File: config.mk
export PLATFORM = sky130hd
export DESIGN_NAME = simple_dma_rd
export DESIGN_NICKNAME = d
export VERILOG_FILES = /design/src/rtl/simple_dma_rd_pkg.sv /design/src/rtl/fifo_bram_sync.sv /design/src/rtl/simple_dma_rd.sv
export SDC_FILE = /design/constraint.sdc
export NUM_CORES = 1
export LEC_CHECK = 0
export CAP_MARGIN = 30
export CORE_MARGIN = 2
export CORE_UTILIZATION = 39
export CTS_BUF_LIST = sky130_fd_sc_hd__clkbuf_8
export DETAILED_ROUTE_END_ITERATION = 8
export GPL_TIMING_DRIVEN = 0
export PLACE_DENSITY = 0.68
export SYNTH_ARGS = -nofsm -noshare
export SYNTH_HDL_FRONTEND = slang
export SYNTH_SLANG_ARGS = --single-unit
File: constraint.sdc
create_clock -name CLK -period 5.98 [get_ports CLK]
set_input_delay 1.196 -clock CLK [delete_from_list [all_inputs] [get_ports CLK]]
set_output_delay 1.196 -clock CLK [all_outputs]
set_load 0.01 [all_outputs]
File: src/rtl/simple_dma_rd_pkg.sv
// Shared DMA package: default bus widths, read-DMA FSM encoding and the
// buffer descriptor layout {size, addr}. The write DMA uses the same layout.
package simple_dma_rd_pkg;

  localparam int DMA_ADR_W  = 28;
  localparam int DMA_DATA_W = 128;

  typedef enum logic [2:0] {
    ST_IDLE,
    ST_FETCH,
    ST_LOAD,
    ST_ISSUE,
    ST_DRAIN
  } dma_state_e;

  // Size occupies the upper ADR_W bits of a command FIFO word.
  typedef struct packed {
    logic [DMA_ADR_W-1:0] size;
    logic [DMA_ADR_W-1:0] addr;
  } dma_desc_t;

endpackage

File: src/rtl/fifo_bram_sync.sv
// Synchronous FIFO with a registered (block-RAM style) read port.
// DOUT updates one cycle after an accepted RD and holds until the next one.
// Writes to a full FIFO and reads from an empty FIFO are ignored.
// Ports: CLK, SRST (sync, active-high), DIN/WR write side, DOUT/RD read side,
// FULL/EMPTY plus AFULL/AEMPTY thresholds set by the offset parameters.
module fifo_bram_sync #(
  parameter int DATA_WIDTH    = 56,
  parameter int DEPTH         = 3,
  parameter int AFULL_OFFSET  = 2,
  parameter int AEMPTY_OFFSET = 2
) (
  input  logic                  CLK,
  input  logic                  SRST,
  input  logic [DATA_WIDTH-1:0] DIN,
  input  logic                  WR,
  output logic [DATA_WIDTH-1:0] DOUT,
  input  logic                  RD,
  output logic                  FULL,
  output logic                  EMPTY,
  output logic                  AFULL,
  output logic                  AEMPTY
);

  localparam int N = 1 << DEPTH;
  localparam logic [DEPTH:0] LVL_FULL   = (DEPTH+1)'(N);
  localparam logic [DEPTH:0] LVL_AFULL  = (DEPTH+1)'(N - AFULL_OFFSET);
  localparam logic [DEPTH:0] LVL_AEMPTY = (DEPTH+1)'(AEMPTY_OFFSET);

  logic [DATA_WIDTH-1:0] mem [N];
  logic [DEPTH-1:0]      wp, rp;
  logic [DEPTH:0]        cnt;
  logic                  wr_ok, rd_ok;

  assign FULL   = (cnt == LVL_FULL);
  assign EMPTY  = (cnt == '0);
  assign AFULL  = (cnt >= LVL_AFULL);
  assign AEMPTY = (cnt <= LVL_AEMPTY);
  assign wr_ok  = WR & ~FULL;
  assign rd_ok  = RD & ~EMPTY;

  always_ff @(posedge CLK) begin
    if (SRST) begin
      wp  <= '0;
      rp  <= '0;
      cnt <= '0;
    end else begin
      if (wr_ok) wp <= wp + DEPTH'(1);
      if (rd_ok) rp <= rp + DEPTH'(1);
      if (wr_ok && !rd_ok)      cnt <= cnt + (DEPTH+1)'(1);
      else if (rd_ok && !wr_ok) cnt <= cnt - (DEPTH+1)'(1);
    end
  end

  always_ff @(posedge CLK) begin
    if (wr_ok) mem[wp] <= DIN;
    if (rd_ok) DOUT <= mem[rp];
  end

endmodule

File: src/rtl/simple_dma_rd.sv
// Read DMA: descriptors {BUF_SIZE, START_ADR} are queued on START rising
// edges, then read from SDRAM with pipelined Avalon-MM reads and forwarded
// to the downstream data FIFO. DONE_CNT counts completed buffers.
// Ports: CLK/SRST; START_ADR, BUF_SIZE, START descriptor input; DONE_CNT,
// BUSY, CMD_FIFO_EMPTY/AEMPTY status; FIFO_DATA/FIFO_WR/FIFO_AFULL downstream;
// SDRAM_ADDRESS/READ/WAITREQUEST/READDATA/READDATAVALID memory read port.
module simple_dma_rd
  import simple_dma_rd_pkg::*;
#(
  parameter int ADR_W     = DMA_ADR_W,
  parameter int DATA_W    = DMA_DATA_W,
  parameter int MAX_OUTST = 8,
  parameter int CMD_DEPTH = 3
) (
  input  logic              CLK,
  input  logic              SRST,
  input  logic [ADR_W-1:0]  START_ADR,
  input  logic [ADR_W-1:0]  BUF_SIZE,
  input  logic              START,
  output logic [15:0]       DONE_CNT,
  output logic              BUSY,
  output logic              CMD_FIFO_EMPTY,
  output logic              CMD_FIFO_AEMPTY,
  output logic [DATA_W-1:0] FIFO_DATA,
  output logic              FIFO_WR,
  input  logic              FIFO_AFULL,
  output logic [ADR_W-1:0]  SDRAM_ADDRESS,
  output logic              SDRAM_READ,
  input  logic              SDRAM_WAITREQUEST,
  input  logic [DATA_W-1:0] SDRAM_READDATA,
  input  logic              SDRAM_READDATAVALID
);

  localparam int OW = $clog2(MAX_OUTST + 1);

  dma_state_e         state, state_nxt;
  logic               start_q, cmd_wr, cmd_rd, cmd_full;
  logic [2*ADR_W-1:0] cmd_dout;
  logic [ADR_W-1:0]   ld_addr, ld_size, rem, rem_base, rem_nxt;
  logic [OW-1:0]      out_cnt, out_nxt;
  logic               acc, ret, issue_ok, read_nxt, done_inc;

  assign cmd_wr             = START & ~start_q & ~cmd_full;
  assign {ld_size, ld_addr} = cmd_dout;
  assign BUSY               = (state != ST_IDLE);

  fifo_bram_sync #(
    .DATA_WIDTH   (2*ADR_W),
    .DEPTH        (CMD_DEPTH),
    .AFULL_OFFSET (2),
    .AEMPTY_OFFSET(2)
  ) u_cmd_fifo (
    .CLK   (CLK),
    .SRST  (SRST),
    .DIN   ({BUF_SIZE, START_ADR}),
    .WR    (cmd_wr),
    .DOUT  (cmd_dout),
    .RD    (cmd_rd),
    .FULL  (cmd_full),
    .EMPTY (CMD_FIFO_EMPTY),
    .AFULL (),
    .AEMPTY(CMD_FIFO_AEMPTY)
  );

  // Read strobe is registered, so FETCH spans the strobe cycle plus the
  // FIFO's read latency before LOAD samples DOUT.
  always_comb begin
    state_nxt = state;
    done_inc  = 1'b0;
    unique case (state)
      ST_IDLE:  if (!CMD_FIFO_EMPTY) state_nxt = ST_FETCH;
      ST_FETCH: if (!cmd_rd) state_nxt = ST_LOAD;
      ST_LOAD: begin
        if (ld_size == '0) begin
          done_inc  = 1'b1;
          state_nxt = ST_IDLE;
        end else begin
          state_nxt = ST_ISSUE;
        end
      end
      ST_ISSUE: if (rem == '0) state_nxt = ST_DRAIN;
      ST_DRAIN: begin
        if (out_cnt == '0) begin
          done_inc  = 1'b1;
          state_nxt = ST_IDLE;
        end
      end
      default: state_nxt = ST_IDLE;
    endcase
  end

  // Request decision is made on next-cycle counts so a new read can follow
  // an acceptance back to back. A stalled request always holds.
  always_comb begin
    acc      = SDRAM_READ & ~SDRAM_WAITREQUEST;
    ret      = SDRAM_READDATAVALID & (out_cnt != '0);
    rem_base = (state == ST_LOAD) ? ld_size : rem;
    rem_nxt  = rem_base - ADR_W'(acc);
    out_nxt  = out_cnt + OW'(acc) - OW'(ret);
    issue_ok = ((state == ST_LOAD) || (state == ST_ISSUE)) && (rem_nxt != '0) &&
               (out_nxt < OW'(MAX_OUTST)) && !FIFO_AFULL;
    read_nxt = (SDRAM_READ & SDRAM_WAITREQUEST) | issue_ok;
  end

  always_ff @(posedge CLK) begin
    if (SRST) state <= ST_IDLE;
    else      state <= state_nxt;
  end

  always_ff @(posedge CLK) begin
    if (SRST) begin
      start_q    <= 1'b0;
      cmd_rd     <= 1'b0;
      SDRAM_READ <= 1'b0;
      rem        <= '0;
      out_cnt    <= '0;
      FIFO_WR    <= 1'b0;
      DONE_CNT   <= '0;
    end else begin
      start_q    <= START;
      cmd_rd     <= (state == ST_IDLE) & ~CMD_FIFO_EMPTY;
      SDRAM_READ <= read_nxt;
      rem        <= rem_nxt;
      out_cnt    <= out_nxt;
      FIFO_WR    <= ret;
      if (done_inc) DONE_CNT <= DONE_CNT + 16'd1;
    end
  end

  always_ff @(posedge CLK) begin
    if (state == ST_LOAD) SDRAM_ADDRESS <= ld_addr;
    else if (acc)         SDRAM_ADDRESS <= SDRAM_ADDRESS + ADR_W'(1);
    FIFO_DATA <= SDRAM_READDATA;
  end

endmodule

**Run 1: supply network**

Pins as bars on the die edge.
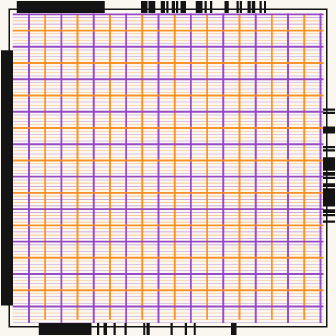
[VDD] orange
[VSS] purple
met5 straps: 19
rows: 95

**Run 1: placement by cell class**

Scale bar: 100 um.
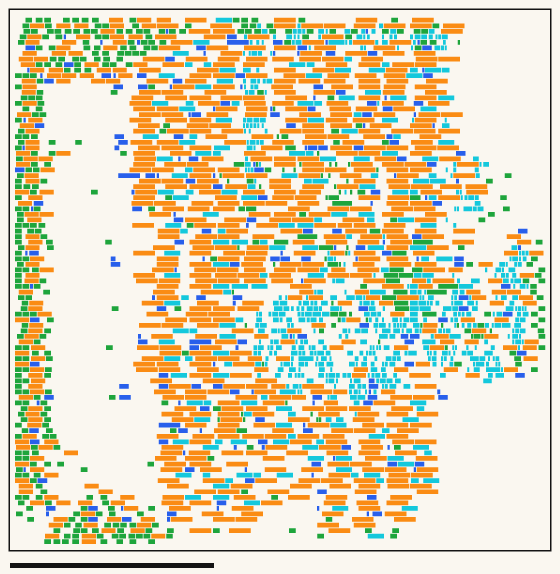
[flip-flops] orange | cells: 725
[clock drivers and dummy loads] blue | cells: 215
[all other logic] cyan | cells: 678
[other buffers and delay cells] green | cells: 449

**Run 1: clock wires, drivers and flops**

Scale bar: 100 um.
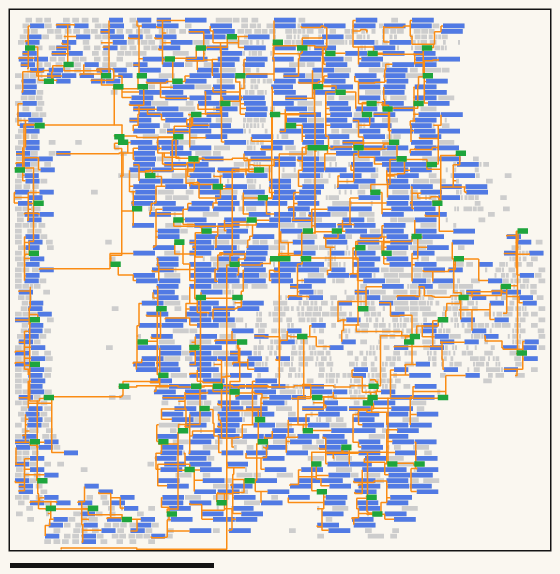
[clock wires] orange | length: 8610 um
[cells driving clock nets] green | count: 115
[flip-flops] blue | count: 725
routed clock nets: 116

**Run 1: wiring by layer**

Only two layers are drawn.
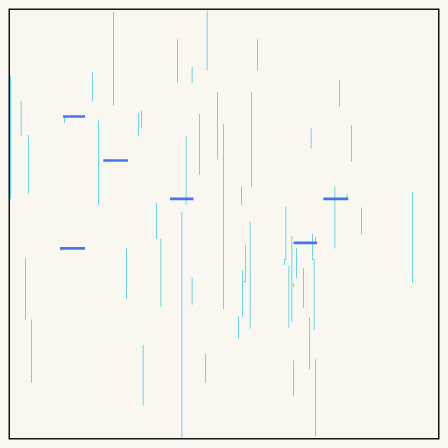
[met4] cyan | wire length: 1700 um
[met5] blue | wire length: 79.1 um
average wire length per cell after detail routing: 21.18 um
GR Util All Layers: 17.75%

[run 1: state kept, by name, summed over array words and instances (netlist names)]
name and flops:
SDRAM_READ 1, FIFO_WR 1, state 3, u_cmd_fifo.mem 448, u_cmd_fifo.cnt 4, cmd_rd 1
start_q 1, u_cmd_fifo.rp 3, DONE_CNT 16, SDRAM_ADDRESS 28, rem 28, out_cnt 4
u_cmd_fifo.wp 3, FIFO_DATA 128, u_cmd_fifo.DOUT 56
[run 1: Yosys cell counts, drive strengths merged, types with 2 or more instances]
cell    instances
mux2           57
or3             5
fa              2
or3b            2
a22oi           2
a21o            5
inv            12
nor2           72
and3           14
nor4b           5
nand4b          3
nand2b          8
and4b           2
o211ai          2
ha             14
nor4            9
and4bb          2
o21ai          35
xor2           48
o32ai           2
edfxtp        532
dfxtp         193
o22ai           2
and4            7
nand4          12
a21oi          14
nand3b          4
and2            5
nand3          32
clkbuf         33
nor3           27
xnor2          33
nand2          75
mux2i          30
nor3b           2
mux4          112
nor2b          11
buf            22
[run 1: power by group]
part / internal (W) / leakage, nW / switching [W]
logic: 0.00127 / 3.76 / 0.00132
registers: 0.00589 / 6.43 / 0.000238
clock network: 0.00210 / 1.27 / 0.00191
total: 0.00926 / 11.5 / 0.00347
[run 1: critical path: cells and delay by family, from the launching register on]
kind                     cells  cell delay [ps]
AND-OR/OR-AND                3              740
adder cells (fa/ha/maj)      2              510
multiplexers                 1              270
XOR/XNOR                     1              300
buffers and inverters        3             1490
flip-flops                   1              450
AND/OR/NAND/NOR              5             1470
[run 1: cell type report]
type                            count  area, um2  area share [%]
Antenna cell                        3      7.507         0.02200
Inverter                           12      47.55          0.1394
Tap cell                          873       1092           3.202
Clock inverter                     90      508.0           1.489
Sequential cell                   725      19840           58.15
Multi-Input combinational cell    666       6462           18.94
Timing Repair Buffer              394       4200           12.31
Buffer                             55      240.2          0.7041
Clock buffer                      125       1720           5.043
[run 1: routing by layer]
| layer | track usage [%] | vias to the layer above | share of wire [%] |
|---|---|---|---|
| met2 | 30.22 | 548 | 50 |
| li1 | - | 6701 | - |
| met1 | 21.82 | 7451 | 40 |
| met3 | 5.035 | 125 | 6.9 |
| met5 | 0 | - | 0.13 |
| met4 | 5.879 | 12 | 2.7 |
[run 1: stage by stage]
step / setup TNS [ps] / power (W) / hold WS [ps] / std cells
detailed placement: 0 / 0.008816 / 496.8 / 2723
floorplan: 0 / 0.007731 / 475.9 / 1458
global route: 0 / 0.01331 / 554.7 / 2942
CTS: 0 / 0.01286 / 506.4 / 2938
finish: 0 / 0.01273 / 505.6 / 2943
global placement: -784840 / 0.008664 / 485.6 / 2696
[run 1: cell families after synthesis]
kind of cell / after synthesis / synth area share (%)
compound gates: 68 / 1.585
flops: 725 / 74.81
xor+xnor: 81 / 2.675
fa+ha+maj: 16 / 0.8115
simple gates: 302 / 5.931
mux: 199 / 13.11
buf+inv: 67 / 1.076
[run 1: layout by cell type (no fill, tap or decap), types with 44 or more instances in the layout]
cell type / count
clkdlybuf4s50_1: 365
dfxtp_1: 193
nor2_1: 66
inv_1: 44
mux2_2: 57
mux4_2: 112
nand2_1: 74
clkbuf_8: 125
edfxtp_1: 532
xor2_1: 48
==> results.txt, run 1 <==
Reports from this run.

- The flow ran to the end, and the final reports show no timing, DRC or antenna violations.
- The arrival time of data at the worst endpoint is listed as 5960 ps.
- Endpoints with negative setup slack in the final report add up to 0.
- Sequential cells were found to cover between 70% and 80% of the synthesized design area.
- TritonCTS built the clock tree.
- The chip width reads about 260 um.
- The category of the most critical setup path reads reg -> reg.
- The report lists the number of standard-cell rows as 95.
- Once detailed placement completed, the half-perimeter wirelength came to between 40000 and 50000 um.
- Summing over every cut layer, the via total after detailed routing is 14840.
- The CTS sink count reads 725.
- The first global-routing pass estimated 93830 um of wire.
- The total non-filler cell area in the finished layout reads ~34000 um2.
- The post-synthesis instance area is between 20000 and 30000 um2.
- The synthesized netlist cell count is about 1500.
- The max-slew violation count reads 0.
- The standard cell core area is 67280 um2.
- The count of input and output buffers is 365.
- The number of inserted filler cells in the final layout reads ~5500.
- In the synthesis report, Yosys lists the chip area as around 27000 um2.
- The CTS buffer count reads roughly 120.
- The share of the core area taken by cells at floorplan is 39.42%.
- The worst setup path is captured at a flop.
- Summed over all instances, the cell type with the most area after synthesis is edfxtp_1.
- For this design the static power due to leakage is around 11 nW.
- Measured in cells, the most critical reg-to-reg path has a length of 15.
- The layout overhead on the synthesized area reads 28.65%.
- The initial antenna violation count was 10.
- The script computed a power per unit cell area of 373.1 nW/um2.
- The cell at the root of the clock tree reads clkbuf_8.
- The number of nets in the synthesized netlist reads 1664.
- In this run the remaining antenna-violating nets after routing total 0.
- The highest clock rate is 186.1 MHz.
- The setup fix buffers added after clock tree synthesis is 0.
- The pre-CTS setup check shows a worst slack of ~700 ps.
- The synthesis report lists the most area-consuming cells as edfxtp_1 60%, dfxtp_1 15%, mux4_2 9.5%.
- The layout net count is approximately 2200.
- In this run the maximum-capacitance check reported violations numbering 0.
- The headroom to the max-slew limit reads 38.13%.
- The final design utilization reads 50.71%.
- The final wirelength is roughly 62000 um.
- The worst setup path startpoint is state[1]$_SDFFE_PP0P_.
- The number of cell instances after yosys synthesis reads between 1000 and 1500.
- The largest fanout of any net on the critical path is 10.
- The quantity of hold-fixing buffers added after cts reads 0.
- The number of warnings issued by yosys is 0.
- Measured along the y axis, the die boundary spans 264.8 um.
- The congestion estimate from routability-driven global placement came to around 0.9.
- The end point of the worst hold path reads DONE_CNT[13]$_SDFFE_PP0P_.
## Run 2: what changed since run 1
--- a/config.mk
+++ b/config.mk
@@ -12,6 +12,7 @@
 export DETAILED_ROUTE_END_ITERATION = 8
 export GPL_TIMING_DRIVEN = 0
 export PLACE_DENSITY = 0.68
+export SLEW_MARGIN = 20
 export SYNTH_ARGS = -nofsm -noshare
 export SYNTH_HDL_FRONTEND = slang
 export SYNTH_SLANG_ARGS = --single-unit
**Run 2: clock wires, drivers and flops**

Scale bar: 100 um.
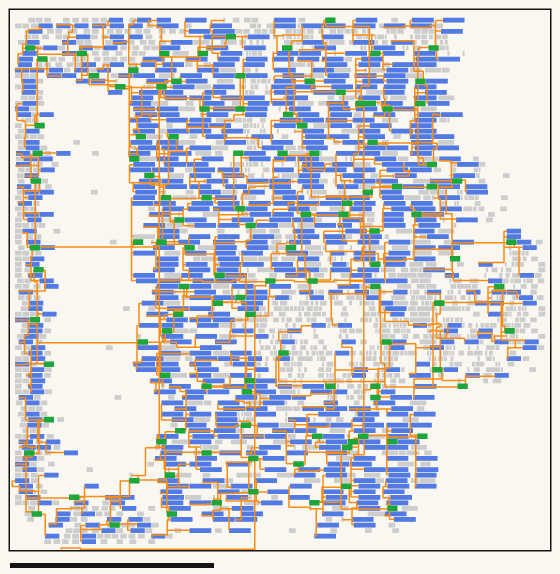
[clock wires] orange | length: 8750 um
[flip-flops] blue | count: 725
[cells driving clock nets] green | count: 114
flops lie: all over the die
Worst Skew: 61.22 ps
Insertion Delay late pin: 720 ps

==> run 2 against run 1 <==
  * Clock power down 4%
  * Clock-buffer cell count down 8
  * Clock skew up 22 ps
  * Total power down 1.4%
  * Area after synthesis unchanged
  * Sequential share of layout area down 0.083 points
  * Flip-flop count unchanged
  * Maximum frequency down 1.1%
  * Critical path type unchanged
==> results.txt, run 2 <==
Reports from this run.

- The total of flip-flops plus latches after synthesis is 725 (unchanged).
- The global routing usage summed across all routing layers reads 17.91% (was 17.75%).
- The count of endpoints failing setup in the final report reads 0 (unchanged).
- The most numerous cell in the Yosys netlist is edfxtp_1 (unchanged).
- The category of the most critical setup path is reg -> reg (unchanged).
- The final wirelength is 62630 um (was 62330 um).
- The total non-filler cell area in the finished layout reads 34170 um2 (was 34120 um2).
- The register share after synthesis is 74.81% (unchanged).
- The initial antenna violation count is 7 (was 10).
- The sort of element at the end of the critical path is a flop (unchanged).
- The number of vias after detailed routing is 14930 (was 14840).
- The number of nets in the synthesized netlist is 1664 (unchanged).
- The areal power density over the cells reads 367.5 nW/um2 (was 373.1 nW/um2).
- The number of violations of the max-capacitance limit is 0 (unchanged).
- Highest-count cells in the layout ignoring fill and taps: 532 x edfxtp_1, 365 x clkdlybuf4s50_1, 193 x dfxtp_1, 117 x clkbuf_8, 112 x mux4_2 (was 532 x edfxtp_1, 365 x clkdlybuf4s50_1, 193 x dfxtp_1, 125 x clkbuf_8, 112 x mux4_2).
- The routing usage on met2 is 30.68% (was 30.22%).
- The highest clock rate is 184.1 MHz (was 186.1 MHz).
- Most frequent cells after synthesis: 532 x edfxtp_1, 193 x dfxtp_1, 112 x mux4_2, 74 x nand2_1, 72 x nor2_1 (unchanged).
- The simple-gate share of the synthesized area is 5.931% (unchanged).
- The number of cell instances after yosys synthesis is 1458 (unchanged).
- The die extent in y was 264.8 um (unchanged).
- The area of the synthesized netlist per yosys stat is 26520 um2 (unchanged).
- The number of flip-flops in the largest register is 448 (unchanged).
- The standard cell core area reads 67280 um2 (unchanged).
- The post-synthesis instance area was 26520 um2 (unchanged).
- The CTS buffer count reads 114 (was 115).
- The endpoint required time on the critical path was 6560 ps (was 6570 ps).
- The gate family responsible for the most delay along the worst path reads buffers and inverters (unchanged).
- The quantity of hold-fixing buffers added after cts reads 0 (unchanged).
- The synthesized-area fraction occupied by ao, oa, aoi and oai cells came to 1.585% (unchanged).
- The end point of the worst hold path reads DONE_CNT[13]$_SDFFE_PP0P_ (unchanged).
- The setup fix buffers added after clock tree synthesis was 0 (unchanged).
- The cell at the root of the clock tree is clkbuf_8 (unchanged).
- The global-route track usage on met1 was 22.66% (was 21.82%).
- The number of buffers and inverters on the critical path is 3 (unchanged).
- The final design utilization is 50.78% (was 50.71%).
- The headroom to the max-slew limit was 38.79% (was 38.13%).
- The chip width reads 264.8 um (unchanged).
- The worst hold slack after final layout is 503.1 ps (was 505.6 ps).
- The max-slew violation count is 0 (unchanged).
- The largest register by flop count reads u_cmd_fifo.mem (unchanged).
- The TritonCTS clock tree is built (unchanged).
- The CTS sink count reads 725 (unchanged).
- The post-detailed-placement half-perimeter wirelength came to 42600 um (was 42110 um).
- Run status: finished, final reports clean (unchanged).
- The most area-hungry cell type in the Yosys netlist reads edfxtp_1 (unchanged).
- The layout overhead on the synthesized area is 28.84% (was 28.65%).
- The share of synthesized cell area in full adder, half adder and majority cells was 0.8115% (unchanged).
- The synthesized netlist cell count reads 1458 (unchanged).
- The area fraction in mux cells is 13.11% (unchanged).
- The initial core utilization reads 39.42% (unchanged).
- The count of input and output buffers reads 365 (unchanged).
- The global placement routability congestion came to 0.8984 (unchanged).
- The static leakage power reads 11.48 nW (was 11.46 nW).
- The number of warnings issued by yosys reads 0 (unchanged).
- The global-route wire length before repair came to 94710 um (was 93830 um).
- The most crowded layer after global routing is met2 (unchanged).
- The prevailing logic family in the synthesized netlist is multiplexers (unchanged).
- The xor and xnor area share after synthesis is 2.675% (unchanged).
- The worst path arrival time was 6020 ps (was 5960 ps).
- Top cells by area in the synthesized netlist: edfxtp_1 60%, dfxtp_1 15%, mux4_2 9.5% (unchanged).
- The count of tool warnings reads 26 (unchanged).
- The routing usage on met3 came to 3.864% (was 5.035%).
- Registers with the most flip-flops: u_cmd_fifo.mem: 448 flops, FIFO_DATA: 128 flops, u_cmd_fifo.DOUT: 56 flops (unchanged).
- The floorplan row count is 95 (unchanged).
- The layout net count reads 2184 (was 2175).
- The number of cells on the worst reg-to-reg path reads 15 (unchanged).
- The post-detailed-route count of antenna-violating nets reads 0 (unchanged).
- The most used logic cell in the final layout is edfxtp_1 (unchanged).
## run 2: cell counts after synthesis
No cell type changed its count.
## run 2: layout make-up
| type | instances | area, um2 |
|---|---|---|
| multi-input combinational | 666 | 6465 |
| sequential | 725 | 19840 |
| clock buffer | 117 | 1610 |
| tap | 873 | 1092 |
| antenna | 1 | 2.502 |
| clock inverter | 97 | 494.2 |
| fill | 5456 | 33110 |
| timing repair buffer | 404 | 4375 |
| buffer | 55 | 240.2 |
| inverter | 12 | 47.55 |
## run 2: how the worst max path moves through the flow
stage | to | depth (start not counted) | start | slack [ps]
after floorplan | u_cmd_fifo.mem[2][0]$_DFFE_PP_ | 4 | START | 1400
after global placement | u_cmd_fifo.mem[4][18]$_DFFE_PP_ | 5 | START | -1970
after detailed placement | SDRAM_READ$_SDFF_PP0_ | 14 | state[1]$_SDFFE_PP0P_ | 770
after CTS | SDRAM_READ$_SDFF_PP0_ | 15 | state[1]$_SDFFE_PP0P_ | 720
after global routing | SDRAM_READ$_SDFF_PP0_ | 14 | state[1]$_SDFFE_PP0P_ | 310
final | SDRAM_READ$_SDFF_PP0_ | 15 | state[1]$_SDFFE_PP0P_ | 550
## run 2: routing by layer
| metal | vias up | wire length [um] |
|---|---|---|
| li1 | 6724 | - |
| met5 | - | 47 |
| met4 | 8 | 1278 |
| met1 | 7524 | 25700 |
| met3 | 98 | 4125 |
| met2 | 573 | 31480 |
## run 2: metrics by stage
stage / worst slack [ps] / TNS [ps] / cells / power [W]
finish: 546.9 / 0 / 2950 / 0.01255
global route: 314.9 / 0 / 2950 / 0.01314
CTS: 717.1 / 0 / 2945 / 0.01267
detailed placement: 766.1 / 0 / 2731 / 0.008802
global placement: -1973 / -784840 / 2696 / 0.008664
floorplan: 1398 / 0 / 1458 / 0.007731
## run 2: cells by family (layout without fill, tap and decap cells)
family                   count (synthesis)  in the layout
other                                    0              1
AND/OR/NAND/NOR                        302            302
flip-flops                             725            725
XOR/XNOR                                81             81
multiplexers                           199            199
buffers and inverters                   67            685
AND-OR/OR-AND                           68             68
adder cells (fa/ha/maj)                 16             16
## run 2: power by group
group,total (W),internal [W],leakage [nW],switching (W)
Sequential,0.00612,0.00589,6.43,0.000235
Combinational,0.00259,0.00127,3.84,0.00132
Clock,0.00385,0.00192,1.21,0.00193
## run 2: tightest hold or removal path: stages (launching register included)
cell and delay, ps:
dfxtp_1 330, o21ai_0 70, a21oi_1 60
## Run 3: what changed since run 2
--- a/config.mk
+++ b/config.mk
@@ -5,7 +5,7 @@
 export SDC_FILE = /design/constraint.sdc
 export NUM_CORES = 1
 export LEC_CHECK = 0
-export CAP_MARGIN = 30
+export CAP_MARGIN = 20
 export CORE_MARGIN = 2
 export CORE_UTILIZATION = 39
 export CTS_BUF_LIST = sky130_fd_sc_hd__clkbuf_8
**Run 3: wiring by layer**

Only two layers are drawn.
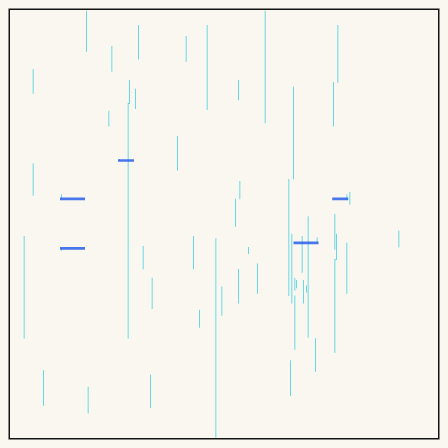
[met4] cyan | wire length: 1440 um
[met5] blue | wire length: 58.0 um

==> run 3 against run 2 <==
  * Flip-flop count stayed put
  * Area after synthesis unchanged
  * Largest power group unchanged
  * Routed wire length decreased by 0.37%
  * Clock power shrank 1%
  * Utilization shrank 0.22 points
  * Critical endpoint unchanged
  * Sequential share of layout area is 0.25 points higher
  * Highest routed layer unchanged
==> results.txt, run 3 <==
Reports from this run.

- Run status: finished, final reports clean (unchanged).
- The detail-routed net length per standard cell came to 21.27 um (was 21.23 um).
- The layout overhead on the synthesized area is 28.28% (was 28.84%).
- The number of cell instances after yosys synthesis is 1458 (unchanged).
- The total of flip-flops plus latches after synthesis is 725 (unchanged).
- The most used logic cell in the final layout is edfxtp_1 (unchanged).
- The number of vias after detailed routing is 14960 (was 14930).
- The switching part of the total power was 27.79% (was 27.72%).
- Most frequent cells after synthesis: 532 x edfxtp_1, 193 x dfxtp_1, 112 x mux4_2, 74 x nand2_1, 72 x nor2_1 (unchanged).
- The highest clock rate is 185.4 MHz (was 184.1 MHz).
- The most area-hungry cell type in the Yosys netlist was edfxtp_1 (unchanged).
- The endpoint required time on the critical path is 6570 ps (was 6560 ps).
- The static leakage power is 11.42 nW (was 11.48 nW).
- The synthesized netlist cell count is 1458 (unchanged).
- The power dissipated by switching net loads is 0.003464 W (was 0.003480 W).
- The internal reg-to-reg setup slack reads 590 ps (was 550 ps).
- The CTS sink count is 725 (unchanged).
- The number of cells on the worst reg-to-reg path is 14 (was 15).
- The sequential fraction of design power reads 49.1% (was 48.7%).
- The worst path arrival time is 5980 ps (was 6020 ps).
- The setup fix buffers added after clock tree synthesis is 0 (unchanged).
- The floorplan row count was 95 (unchanged).
- The largest fanout of any net on the critical path was 10 (unchanged).
- The initial antenna violation count is 10 (was 7).
- The most numerous cell in the Yosys netlist reads edfxtp_1 (unchanged).
- The headroom to the max-slew limit reads 34.80% (was 38.79%).
- The via-per-instance ratio is 5.097 (was 5.060).
- The number of warnings issued by yosys is 0 (unchanged).
- The maximum VDD drop reads 0.2209 mV (was 0.1844 mV).
- The number of flip-flops in the largest register is 448 (unchanged).
- The post-synthesis instance area reads 26520 um2 (unchanged).
- The TritonCTS clock tree reads built (unchanged).
- The final tally of hold violations is 0 (unchanged).
- The number of global-route vias before repair reads 15810 (was 15870).
- The top flip-flop cell by instance count after synthesis is edfxtp_1 (unchanged).
- The post-detailed-placement half-perimeter wirelength is 42170 um (was 42600 um).
- The clock skew is 53.69 ps (was 61.22 ps).
- The worst setup path startpoint is state[1]$_SDFFE_PP0P_ (unchanged).
- The clock latency of the later-clocked register in the worst-skew pair came to 730 ps (was 720 ps).
- The layout net count came to 2173 (was 2184).
- The cell at the root of the clock tree is clkbuf_8 (unchanged).
- The area of the die reads 70100 um2 (unchanged).
- The shortest period the worst path allows reads 5393 ps (was 5433 ps).
- The top-level port count is 367 (unchanged).
- The areal power density over the cells is 366.5 nW/um2 (was 367.5 nW/um2).
- The combinational share of power is 20.3% (was 20.6%).
- The chip width is 264.8 um (unchanged).
- The count of tool warnings is 26 (unchanged).
- The internal portion of total power is 0.009003 W (was 0.009075 W).
- The distinct cell type count of the synthesized netlist reads 63 (unchanged).
- The worst hold slack after final layout came to 509.6 ps (was 503.1 ps).
- The max-slew violation count reads 0 (unchanged).
- The count of endpoints failing setup in the final report reads 0 (unchanged).
- The register share after synthesis is 74.81% (unchanged).
- The post-detailed-route count of antenna-violating nets reads 0 (unchanged).
- Top cells by area in the synthesized netlist: edfxtp_1 60%, dfxtp_1 15%, mux4_2 9.5% (unchanged).
- The endpoint of the most critical setup path reads SDRAM_READ$_SDFF_PP0_ (unchanged).
- The global placement routability congestion is 0.8984 (unchanged).
- The number of search-and-repair iterations in the first detailed-routing pass reads 5 (unchanged).
- Unrepaired setup endpoints after global routing: false (unchanged).
- The share of flip-flops with an asynchronous set or reset after synthesis was 0% (unchanged).
- The number of violations of the max-capacitance limit came to 0 (unchanged).
- The global routing usage summed across all routing layers is 17.85% (was 17.91%).
- The area of the synthesized netlist per yosys stat reads 26520 um2 (unchanged).
- The count of input and output buffers reads 365 (unchanged).
- The die extent in y reads 264.8 um (unchanged).
- The CTS buffer count reads 113 (was 114).
- The sort of element at the end of the critical path reads a flop (unchanged).
- The DRC marker count from the first detailed-route iteration reads 1183 (was 1072).
- The overall power consumption reads 0.01247 W (was 0.01255 W).
- The category of the most critical setup path is reg -> reg (unchanged).
- The standard cell core area is 67280 um2 (unchanged).
- Highest-count cells in the layout ignoring fill and taps: 532 x edfxtp_1, 365 x clkdlybuf4s50_1, 193 x dfxtp_1, 115 x clkbuf_8, 112 x mux4_2 (was 532 x edfxtp_1, 365 x clkdlybuf4s50_1, 193 x dfxtp_1, 117 x clkbuf_8, 112 x mux4_2).
- The quantity of hold-fixing buffers added after cts reads 0 (unchanged).
- Registers with the most flip-flops: u_cmd_fifo.mem: 448 flops, FIFO_DATA: 128 flops, u_cmd_fifo.DOUT: 56 flops (unchanged).
- The global-route wire length before repair is 94360 um (was 94710 um).
- The largest register by flop count reads u_cmd_fifo.mem (unchanged).
- The beginning of the worst register-to-register path is state[1]$_SDFFE_PP0P_ (unchanged).
- The initial core utilization is 39.42% (unchanged).
- The part of the power in the clock network reads 30.6% (about the same).
- The number of nets in the synthesized netlist reads 1664 (unchanged).
- The final wirelength reads 62400 um (was 62630 um).
run 3: power by group through the flow:
stage               clock (W)  sequential (W)  combinational, W
floorplan                   0         0.00622           0.00151
global placement            0         0.00624           0.00243
detailed placement          0         0.00622           0.00255
CTS                   0.00392         0.00612           0.00256
global route          0.00413         0.00616           0.00276
finish                0.00381         0.00612           0.00253
run 3: how the worst min path moves through the flow:
| stage | startpoint | to | slack (ps) | cells after the start |
|---|---|---|---|---|
| floorplan | u_cmd_fifo.wp[0]$_SDFFE_PP0P_ | u_cmd_fifo.wp[0]$_SDFFE_PP0P_ | 480 | 2 |
| global placement | DONE_CNT[13]$_SDFFE_PP0P_ | DONE_CNT[13]$_SDFFE_PP0P_ | 490 | 2 |
| detailed placement | DONE_CNT[13]$_SDFFE_PP0P_ | DONE_CNT[13]$_SDFFE_PP0P_ | 500 | 2 |
| CTS | DONE_CNT[13]$_SDFFE_PP0P_ | DONE_CNT[13]$_SDFFE_PP0P_ | 510 | 2 |
| global route | u_cmd_fifo.DOUT[20]$_DFFE_PP_ | SDRAM_ADDRESS[20]$_DFFE_PP_ | 560 | 2 |
| finish | DONE_CNT[13]$_SDFFE_PP0P_ | DONE_CNT[13]$_SDFFE_PP0P_ | 510 | 2 |
run 3: cells by family (layout without fill, tap and decap cells):
kind of cell             after synthesis  in the layout  share of synthesized area, %
AND-OR/OR-AND                         68             68                         1.585
XOR/XNOR                              81             81                         2.675
adder cells (fa/ha/maj)               16             16                        0.8115
buffers and inverters                 67            667                         1.076
flip-flops                           725            725                         74.81
multiplexers                         199            199                         13.11
other                                  0              3                             0
AND/OR/NAND/NOR                      302            302                         5.931
run 3: metrics by stage:
| step | setup TNS, ps | setup WS, ps | utilization, % | cells | area (um2) |
|---|---|---|---|---|---|
| 3_5_place_dp | 0 | 762.0 | 47.47 | 2725 | 31940 |
| 4_1_cts | 0 | 720.7 | 50.54 | 2931 | 34010 |
| 2_1_floorplan | 0 | 1398 | - | 1458 | 26530 |
| 5_1_grt | 0 | 292.4 | 50.56 | 2933 | 34020 |
| 6_report | 0 | 586.6 | 50.56 | 2934 | 34020 |
| 3_3_place_gp | -784840 | -1973 | 46.49 | 2696 | 31280 |
run 3: final cells by class:
cell class | count | area [um2]
Tap cell | 873 | 1092
Fill cell | 5536 | 33260
Timing Repair Buffer | 394 | 4252
Clock buffer | 115 | 1583
Clock inverter | 91 | 486.7
Inverter | 12 | 47.55
Sequential cell | 725 | 19840
Antenna cell | 3 | 7.507
Buffer | 55 | 245.2
Multi-Input combinational cell | 666 | 6465
run 3: critical path, stage by stage, from the launching register on:
cell and delay, ps:
dfxtp_1 450, nor3b_4 440, buf_2 400, buf_2 380, clkbuf_1 700, mux2i_1 270, ha_1 200, clkbuf_1 370
nand4_1 200, a22oi_1 520, and3_1 370, xor2_1 270, nand4_1 210, nor4_1 320, a31oi_1 150
run 3: layer usage:
layer  share of wire, %  GRT usage [%]
met1                 40          22.17
met2                 51          30.60
met3                7.2          4.347
met4                2.3          6.123
met5              0.091              0
Power and IR drop assume default switching activity.
